pinout.png
Drawn at 4 px/µm. Pins as bars across the die edge, other pins in grey.
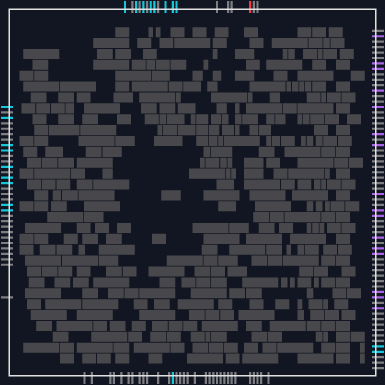
placed.png
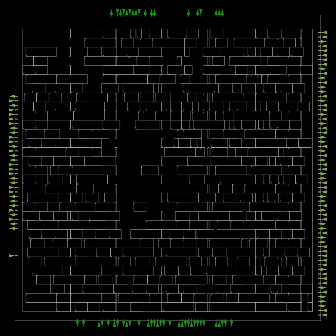
m2.png
Drawn at 4 px/µm. Cells faint in the background.
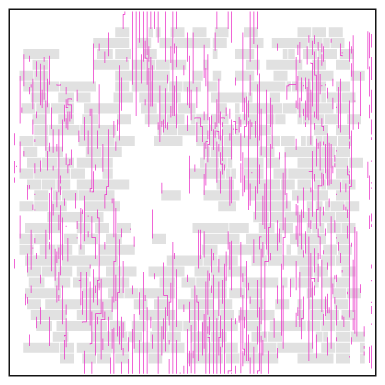
layers.png
Drawn at 4 px/µm. Only two layers are drawn.
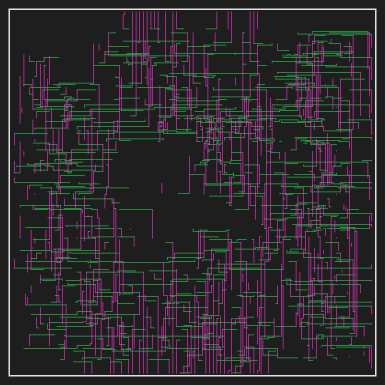
closeup.png
Region (26, 26) to (66, 66) µm. Cells in grey, sequential cells in the stronger grey; small squares are vias.
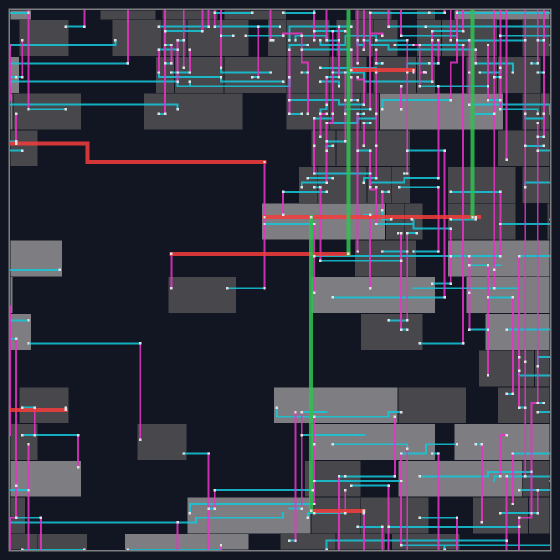
`src/rtl/mem_access_ctrl.sv`:
```
// LC-3 memory access sequencer: drives async SRAM strobes for a fixed number of
// wait cycles, captures read data, and decodes a single memory-mapped I/O word.
module mem_access_ctrl #(
    parameter int          WAIT_CYCLES = 2,
    parameter logic [15:0] IO_ADDR     = 16'hFFFF
) (
    input  logic        Clk,
    input  logic        Reset,
    input  logic        Req,
    input  logic        Wr,
    input  logic [15:0] Addr,
    input  logic [15:0] WData,
    output logic [15:0] RData,
    output logic        Done,
    output logic        Busy,
    input  logic [15:0] Switches,
    output logic [15:0] HexOut,
    output logic [19:0] SRAM_ADDR,
    output logic [15:0] Data_to_SRAM,
    input  logic [15:0] Data_from_SRAM,
    output logic        SRAM_DQ_OE,
    output logic        SRAM_CE_N,
    output logic        SRAM_OE_N,
    output logic        SRAM_WE_N,
    output logic        SRAM_UB_N,
    output logic        SRAM_LB_N
);

    localparam logic [1:0] IDLE   = 2'd0;
    localparam logic [1:0] ACCESS = 2'd1;
    localparam logic [1:0] IO     = 2'd2;
    localparam logic [1:0] DONE   = 2'd3;

    localparam logic [3:0] WAIT_LOAD = 4'(WAIT_CYCLES);

    logic [1:0]  state_q, state_d;
    logic [3:0]  cnt_q, cnt_d;
    logic        wr_q, wr_d;
    logic [15:0] addr_q, addr_d;
    logic [15:0] wdata_q, wdata_d;
    logic [15:0] rdata_q, rdata_d;
    logic [15:0] hex_q, hex_d;
    logic        in_access;

    always_comb begin
        state_d = state_q;
        cnt_d   = cnt_q;
        wr_d    = wr_q;
        addr_d  = addr_q;
        wdata_d = wdata_q;
        rdata_d = rdata_q;
        hex_d   = hex_q;
        case (state_q)
            IDLE: begin
                if (Req) begin
                    wr_d    = Wr;
                    addr_d  = Addr;
                    wdata_d = WData;
                    if (Addr == IO_ADDR) begin
                        state_d = IO;
                    end else begin
                        state_d = ACCESS;
                        cnt_d   = WAIT_LOAD;
                    end
                end
            end
            ACCESS: begin
                // counter==0 marks the final cycle: read sample point / write data-hold
                if (cnt_q == 4'd0) begin
                    if (!wr_q) begin
                        rdata_d = Data_from_SRAM;
                    end
                    state_d = DONE;
                end else begin
                    cnt_d = cnt_q - 4'd1;
                end
            end
            IO: begin
                if (wr_q) begin
                    hex_d = wdata_q;
                end else begin
                    rdata_d = Switches;
                end
                state_d = DONE;
            end
            DONE: begin
                state_d = IDLE;
            end
            default: begin
                state_d = IDLE;
            end
        endcase
    end

    always_ff @(posedge Clk or posedge Reset) begin
        if (Reset) begin
            state_q <= IDLE;
            cnt_q   <= 4'd0;
            wr_q    <= 1'b0;
            addr_q  <= 16'd0;
            wdata_q <= 16'd0;
            rdata_q <= 16'd0;
            hex_q   <= 16'd0;
        end else begin
            state_q <= state_d;
            cnt_q   <= cnt_d;
            wr_q    <= wr_d;
            addr_q  <= addr_d;
            wdata_q <= wdata_d;
            rdata_q <= rdata_d;
            hex_q   <= hex_d;
        end
    end

    // Strobes decode only from registers, so they cannot glitch on Req/Addr.
    assign in_access    = (state_q == ACCESS);
    assign Done         = (state_q == DONE);
    assign Busy         = (state_q != IDLE);
    assign SRAM_CE_N    = ~in_access;
    assign SRAM_UB_N    = ~in_access;
    assign SRAM_LB_N    = ~in_access;
    assign SRAM_OE_N    = ~(in_access & ~wr_q);
    assign SRAM_WE_N    = ~(in_access & wr_q & (cnt_q != 4'd0));
    assign SRAM_DQ_OE   = in_access & wr_q;
    assign SRAM_ADDR    = {4'b0000, addr_q};
    assign Data_to_SRAM = wdata_q;
    assign RData        = rdata_q;
    assign HexOut       = hex_q;

endmodule

```
`config.mk`:
```
export PLATFORM = sky130hd
export DESIGN_NAME = mem_access_ctrl
export DESIGN_NICKNAME = d
export VERILOG_FILES = /design/src/rtl/mem_access_ctrl.sv
export SDC_FILE = /design/constraint.sdc
export NUM_CORES = 1
export LEC_CHECK = 0
export CAP_MARGIN = 0
export CORE_MARGIN = 2
export CORE_UTILIZATION = 41
export DETAILED_ROUTE_END_ITERATION = 8
export PLACE_DENSITY = 0.8
export SLEW_MARGIN = 20
export SYNTH_ARGS = -nofsm -noshare
export SYNTH_HDL_FRONTEND = slang
export SYNTH_SLANG_ARGS = --single-unit
```
`constraint.sdc`:
```
create_clock -name Clk -period 2.8 [get_ports Clk]
set_input_delay 0.56 -clock Clk [delete_from_list [all_inputs] [get_ports Clk]]
set_output_delay 0.56 -clock Clk [all_outputs]
set_load 0.02 [all_outputs]
```
==> out/results.tsv <==
stage	metric	value	unit
final_layout	final_cell_mix	clkdlybuf4s50_1 (139), dfrtp_1 (71), mux2_2 (50)	
drt	wirelength	7312	µm
sta	finalMaxSlewViolations	0	
final_layout	regArea	1777	µm²
power_and_ir_drop	power.leakage	0.002014	µW
place	post-place-ws	532.1	ps
setup_path	r2r_cells	7	
sta	setup_viol	0	
drt	wire_per_inst	15.14	µm
sta	fin_skew	8.612	ps
synthesis	synth.cellmix.simpleShare	6.338	%
global_route	met3_usage	6.805	%
setup_path	worstSetupEndpoint	SRAM_DQ_OE	
sta	worst_pin_slew	720.3	ps
global_route	first_global_vias	2379	
sta	worst_slack	189.6	ps
clocking	cts_root_buf	clkbuf_8	
sta	finalSetupTns	0	ps
global_route	grt_pass1_wl	12080	µm
synthesis	synth.largest_area_cell	dfrtp_1	
synthesis	ys.flop_type	dfrtp_1	
sta	period_used_share	93.23	%
final_layout	layout.nets	454	
synthesis	adder_share	2.808	%
clocking	cts_resized	0	
synthesis	most_common_cell	dfrtp_1	
global_route	antenna_found_initial	0	
final_layout	comb_area_share	25.44	%
synthesis	synthTopCellsByCount	dfrtp_1 (71), mux2_2 (50), mux2i_1 (19)	
drt	first_pass_iters	4	
setup_path	critical_path.startpoint	state_q[1]$_DFFE_PP0P_	
sta	holdWs	505.4	ps
clocking	clk_latency	340	ps
synthesis	ys_warn_count	0	
synthesis	xor_share	0	%
drt	drcViolationCount	0	
clocking	tritoncts	yes	
clocking	cts_buffer_depth	2	
sta	hold_viol_final	0	
final_layout	n_all_buffers	144	
global_route	gr-usage-met1	23.26	%
final_layout	final_common_cell	clkdlybuf4s50_1	
final_layout	area_share_clock_buf_inv	4.071	%
final_layout	inv_count	10	
final_layout	flop-count	71	
synthesis	area_leaders	dfrtp_1 (57%), mux2_2 (18%), mux2i_1 (6.1%)	
clocking	post-cts-setup-buffers	0	
floorplan	pin_count	144	
synthesis	aoi_share	4.854	%
global_route	grt_max_degree	41	
clocking	clkSinkCount	71	
setup_path	regToRegStartpoint	state_q[1]$_DFFE_PP0P_	
floorplan	taps	99	
floorplan	fp.coreArea	7292	µm²
flow_run	maxCapViolations	0	
final_layout	nClkBuffers	14	
synthesis	ys_seq_share	56.96	%
place	hpwl	5690	µm
synthesis	edf_count	0	
worst_hold_path	hold_path_class	reg2reg	
synthesis	synth-seq-cells	71	
drt	drt-initial-drc-count	53	
power_and_ir_drop	peakVddDrop	522.8	µV
floorplan	dieArea	8322	µm²
drt	viasPerCell	4.830	
setup_path	cp_max_fo	11	
setup_path	arrival	2050	ps
global_route	overflow	0	
clocking	htree_levels	3	
run_status	status	finished clean	
floorplan	initCoreUtil	42.78	%
drt	antenna_left	0	
sta	period_needed	2610	ps
sta	grt_setup_unrepaired	false	
## Picture notes: pinout.png
[SRAM_ADDR] cyan | pins: 20 | direction: output | edge: 9 west, 8 north, 2 east, 1 south
[SRAM_CE_N] red | pins: 1 | direction: output | edge: north
[Switches] purple | pins: 16 | direction: input | edge: east
Die H: 91.23 µm
Die X: 91.23 µm
# port buffers: 139

## Picture notes: placed.png
fill count: 578
fraction of area in registers: 37.06%
row count: 31

## Picture notes: m2.png
longest straight run: 39.8 µm
share of all routed wire: 47%
main direction: vertical
nets with wire on the layer: 416
grt met2 use: 29.14%
total vias in the final route: 2333

## Picture notes: layers.png
[M2] magenta | wire length: 3420 µm
[M1] green | wire length: 3120 µm

## Picture notes: closeup.png
[M4] green
[M2] magenta
[M1] cyan
[M3] red
netlist names of flops here include: Data_to_SRAM (4), HexOut (4), cnt_q (3)
cells with their middle in the window: 62
sequential cells in the window: 12
most frequent: dfrtp_1 (12), clkbuf_8 (6), clkdlybuf4s50_1 (6)

[stage by stage]
step | utilization [%] | instance area, µm² | instances | total power (µW)
after floorplan | - | 3131 | 240 | 3583
after global placement | 63.07 | 4599 | 467 | 4909
after detailed placement | 63.07 | 4599 | 467 | 4988
after CTS | 65.75 | 4795 | 483 | 5774
after global routing | 65.75 | 4795 | 483 | 6062
final | 65.75 | 4795 | 483 | 5706
[critical path: stages (launching register included)]
cell	delay, ps
dfrtp_1	400
inv_1	130
ha_1	370
and2_1	210
clkdlybuf4s50_1	610
[report_power, final]
part           leakage [µW]  switching, µW  internal [µW]
Clock             0.0000987            364            418
Sequential         0.000836            278           1540
Combinational       0.00108           1500           1600
[worst min path at each step]
stage,from,end,slack (ps),depth (start not counted)
4_1_cts,addr_q[4]$_DFFE_PP0P_,addr_q[4]$_DFFE_PP0P_,510,1
6_report,addr_q[4]$_DFFE_PP0P_,addr_q[4]$_DFFE_PP0P_,510,1
2_1_floorplan,cnt_q[1]$_DFFE_PP0P_,cnt_q[1]$_DFFE_PP0P_,510,1
5_1_grt,addr_q[4]$_DFFE_PP0P_,addr_q[4]$_DFFE_PP0P_,520,1
3_3_place_gp,HexOut[15]$_DFFE_PP0P_,HexOut[15]$_DFFE_PP0P_,490,1
3_5_place_dp,HexOut[7]$_DFFE_PP0P_,HexOut[7]$_DFFE_PP0P_,490,1
[routing by layer]
metal  share of wire, %  vias up
met5                  0        -
met4                1.3        0
met3                9.2        8
met2                 47      105
met1                 43     1122
li1                   -     1098
[registers in the layout, summed over array words and instances (netlist names)]
register      count
Data_to_SRAM     16
HexOut           16
RData            16
addr_q           16
cnt_q             4
state_q           2
wr_q              1
Power is estimated from default activity; no workload was simulated.
